===== src/rtl/wb_stage.sv =====
// Writeback stage: merges ALU results and queued, formatted load responses
// into the single registered register-file write port.
module wb_stage #(
    parameter int unsigned XLEN         = 32,
    parameter int unsigned LQ_DEPTH     = 2,
    parameter int unsigned STARVE_LIMIT = 4
) (
    input  logic            clk_i,
    input  logic            rst_ni,
    input  logic            alu_valid_i,
    input  logic [4:0]      alu_rd_addr_i,
    input  logic [XLEN-1:0] alu_rd_data_i,
    output logic            alu_stall_o,
    input  logic            lsu_valid_i,
    output logic            lsu_ready_o,
    input  logic [4:0]      lsu_rd_addr_i,
    input  logic [2:0]      lsu_funct3_i,
    input  logic [1:0]      lsu_byte_off_i,
    input  logic [XLEN-1:0] lsu_rdata_i,
    output logic            rd_wren,
    output logic [4:0]      rd_addr,
    output logic [XLEN-1:0] rd_data,
    output logic [31:0]     wb_count_o
);

    localparam int unsigned AW = $clog2(LQ_DEPTH);
    localparam int unsigned SW = $clog2(STARVE_LIMIT + 1);

    // load queue storage and pointers
    logic [4:0]      lq_addr_q [LQ_DEPTH];
    logic [XLEN-1:0] lq_data_q [LQ_DEPTH];
    logic [AW-1:0]   rd_ptr_q, wr_ptr_q;
    logic [AW:0]     cnt_q, cnt_d;

    logic [SW-1:0]   starve_q, starve_d;
    logic            alu_stall_q, alu_stall_d;

    logic            rd_wren_q, rd_wren_d;
    logic [4:0]      rd_addr_q, rd_addr_d;
    logic [XLEN-1:0] rd_data_q, rd_data_d;
    logic [31:0]     wb_count_q, wb_count_d;

    logic            empty, full, push, pop, alu_sel;
    logic [7:0]      byte_sel;
    logic [15:0]     half_sel;
    logic [XLEN-1:0] fmt_data;

    assign empty   = (cnt_q == '0);
    assign full    = (cnt_q == (AW + 1)'(LQ_DEPTH));
    assign push    = lsu_valid_i && !full;
    assign alu_sel = !alu_stall_q && alu_valid_i;
    assign pop     = !empty && (alu_stall_q || !alu_valid_i);

    // load data formatting: byte/half extraction with sign or zero extension
    always_comb begin
        byte_sel = '0;
        case (lsu_byte_off_i)
            2'd0:    byte_sel = lsu_rdata_i[7:0];
            2'd1:    byte_sel = lsu_rdata_i[15:8];
            2'd2:    byte_sel = lsu_rdata_i[23:16];
            default: byte_sel = lsu_rdata_i[31:24];
        endcase
        half_sel = lsu_byte_off_i[1] ? lsu_rdata_i[31:16] : lsu_rdata_i[15:0];
        case (lsu_funct3_i)
            3'd0:    fmt_data = {{(XLEN - 8){byte_sel[7]}}, byte_sel};
            3'd1:    fmt_data = {{(XLEN - 16){half_sel[15]}}, half_sel};
            3'd4:    fmt_data = {{(XLEN - 8){1'b0}}, byte_sel};
            3'd5:    fmt_data = {{(XLEN - 16){1'b0}}, half_sel};
            default: fmt_data = lsu_rdata_i;
        endcase
    end

    // arbitration, starvation tracking and next-state computation
    always_comb begin
        cnt_d       = cnt_q + (AW + 1)'(push) - (AW + 1)'(pop);
        rd_wren_d   = 1'b0;
        rd_addr_d   = rd_addr_q;
        rd_data_d   = rd_data_q;
        starve_d    = '0;
        alu_stall_d = 1'b0;
        if (alu_sel) begin
            if (alu_rd_addr_i != '0) begin
                rd_wren_d = 1'b1;
                rd_addr_d = alu_rd_addr_i;
                rd_data_d = alu_rd_data_i;
            end
        end else if (pop) begin
            if (lq_addr_q[rd_ptr_q] != '0) begin
                rd_wren_d = 1'b1;
                rd_addr_d = lq_addr_q[rd_ptr_q];
                rd_data_d = lq_data_q[rd_ptr_q];
            end
        end
        // counter saturates at the limit; the stall pulse follows one cycle later
        if (!empty && !pop) begin
            if (starve_q == SW'(STARVE_LIMIT)) begin
                starve_d    = starve_q;
                alu_stall_d = 1'b1;
            end else begin
                starve_d = starve_q + 1'b1;
            end
        end
        wb_count_d = wb_count_q + 32'(rd_wren_d);
    end

    // control and write-port registers
    always_ff @(posedge clk_i or negedge rst_ni) begin
        if (!rst_ni) begin
            rd_ptr_q    <= '0;
            wr_ptr_q    <= '0;
            cnt_q       <= '0;
            starve_q    <= '0;
            alu_stall_q <= 1'b0;
            rd_wren_q   <= 1'b0;
            rd_addr_q   <= '0;
            rd_data_q   <= '0;
            wb_count_q  <= '0;
        end else begin
            if (push) wr_ptr_q <= wr_ptr_q + 1'b1;
            if (pop)  rd_ptr_q <= rd_ptr_q + 1'b1;
            cnt_q       <= cnt_d;
            starve_q    <= starve_d;
            alu_stall_q <= alu_stall_d;
            rd_wren_q   <= rd_wren_d;
            rd_addr_q   <= rd_addr_d;
            rd_data_q   <= rd_data_d;
            wb_count_q  <= wb_count_d;
        end
    end

    // queue storage write, no reset needed
    always_ff @(posedge clk_i) begin
        if (push) begin
            lq_addr_q[wr_ptr_q] <= lsu_rd_addr_i;
            lq_data_q[wr_ptr_q] <= fmt_data;
        end
    end

    assign lsu_ready_o = !full;
    assign alu_stall_o = alu_stall_q;
    assign rd_wren     = rd_wren_q;
    assign rd_addr     = rd_addr_q;
    assign rd_data     = rd_data_q;
    assign wb_count_o  = wb_count_q;

endmodule


===== config.mk =====
export PLATFORM = sky130hd
export DESIGN_NAME = wb_stage
export DESIGN_NICKNAME = d
export VERILOG_FILES = /design/src/rtl/wb_stage.sv
export SDC_FILE = /design/constraint.sdc
export NUM_CORES = 1
export LEC_CHECK = 0
export ABC_AREA = 1
export CORE_MARGIN = 3
export CORE_UTILIZATION = 45
export CTS_BUF_LIST = sky130_fd_sc_hd__clkbuf_4
export DETAILED_ROUTE_END_ITERATION = 12
export GPL_ROUTABILITY_DRIVEN = 0
export PLACE_DENSITY = 0.81
export SLEW_MARGIN = 10
export SYNTH_ARGS = -nofsm -noshare
export SYNTH_HDL_FRONTEND = slang
export SYNTH_SLANG_ARGS = --single-unit

===== constraint.sdc =====
create_clock -name clk_i -period 3.2 [get_ports clk_i]
set_input_delay 0.64 -clock clk_i [delete_from_list [all_inputs] [get_ports clk_i]]
set_output_delay 0.64 -clock clk_i [all_outputs]
set_load 0.01 [all_outputs]

Routed metal, one color a layer:
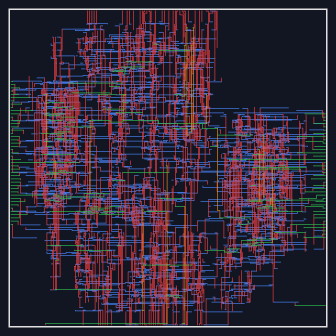
color	layer	wire length
green	M3	1250 um
orange	M4	504 um
red	M2	8990 um
blue	M1	7530 um

==> results.sh <==
# flow metrics
export IMPL_grt_max_degree=79
export IMPL_max_freq_mhz=372
export IMPL_met1_usage_pct=26.8
export IMPL_hp_class="in2async"
export IMPL_outcome="complete, no violations"
export IMPL_p_leak_nw=3.99
export IMPL_topCombFamilyByArea="simple AND/OR/NAND/NOR gates"
export IMPL_xor_share_pct=2.56
export IMPL_wl_met3_mm=1.25
export IMPL_grt_pass1_wl_mm=29.0
export IMPL_nets=1035
export IMPL_fin_area_sq_um=9250
export IMPL_drt_first_pass_iters=5
export IMPL_largest_reg_flops=64
export IMPL_fa_ha_area_share_pct=1.22
export IMPL_chip_area_sq_um=17500
export IMPL_ys_flops=152
export IMPL_cp_cell_sequence="buf_4, or2_2, o21ai_2, nand3_1, nand2_1, nand2_1, ha_1, ha_1, nand3_1, nor2_2, nand2_1, nor2_1, nand3_1, nand2_1, nand2_1"
export IMPL_viasPerCell=5.24
export IMPL_track_usage_pct=20.7
export IMPL_dp_slack_ps=174
export IMPL_holdWs_ps=253
export IMPL_cts_resized=0
export IMPL_setup_slack_ps=510
I/O nets highlighted:
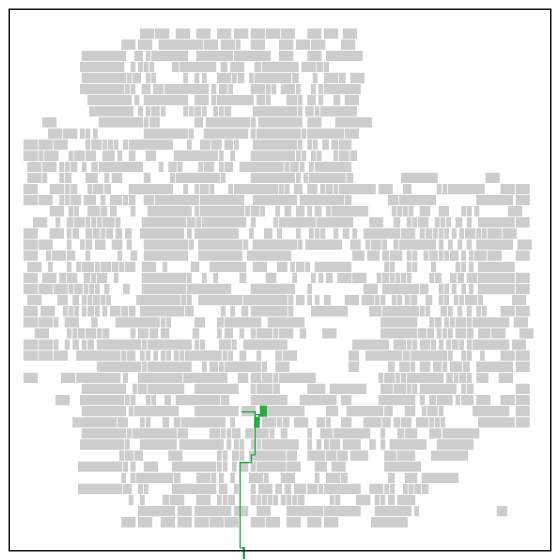
color	port	bits	direction	end cells	buffers	wire
green	lsu_valid_i	1	input	2	1	47.4 um

power breakdown:
group	leakage (nW)	switching (W)	total, W	internal [W]
Clock	0.158	0.000651	0.00121	0.000554
Sequential	1.66	0.000279	0.00289	0.00261
Combinational	2.16	0.00118	0.00210	0.000920
Total	3.99	0.00211	0.00620	0.00408
cell type report:
class / count / area, sq um / share of cell area [%]
Antenna cell: 1 / 2.50 / 0.0271
Clock buffer: 19 / 143 / 1.54
Clock inverter: 13 / 155 / 1.68
Inverter: 51 / 191 / 2.07
Multi-Input combinational cell: 552 / 2640 / 28.6
Sequential cell: 152 / 4170 / 45.1
Tap cell: 211 / 264 / 2.85
Timing Repair Buffer: 171 / 1680 / 18.2
cells by family (layout without fill, tap and decap cells):
kind of cell,Yosys count,count (layout)
buffers and inverters,86,254
and+or+nand+nor,443,443
adders and majority gates,7,7
AOI/OAI and AO/OA,81,81
DFF,152,152
other,0,1
xor gates and xnor gates,21,21
critical path: cells and delay by family (launching register included):
family | cells | cell delay (ps)
and+or+nand+nor | 11 | 1420
adders and majority gates | 2 | 350
AOI/OAI and AO/OA | 1 | 70
DFF | 1 | 510
buffers and inverters | 1 | 250
cells in the mapped netlist:
master	n
ha_1	7
a32oi_1	6
nand3_1	66
a21oi_1	5
o21ai_0	19
nor3b_1	1
and3_1	1
or2_2	2
xor2_1	15
clkbuf_1	17
nor2_2	2
a22oi_1	8
nor2_4	1
inv_1	49
nand2_1	268
nand3b_1	11
buf_4	5
edfxtp_1	74
o221ai_1	1
a31oi_1	36
dfrtp_1	78
o21ai_2	1
nor3_1	10
nor2_1	74
o21ai_1	1
buf_2	10
nand4_1	7
buf_6	3
o211ai_1	4
inv_2	2
xnor2_1	6
Power figures rest on the tool's default switching activity, not on a simulated workload.
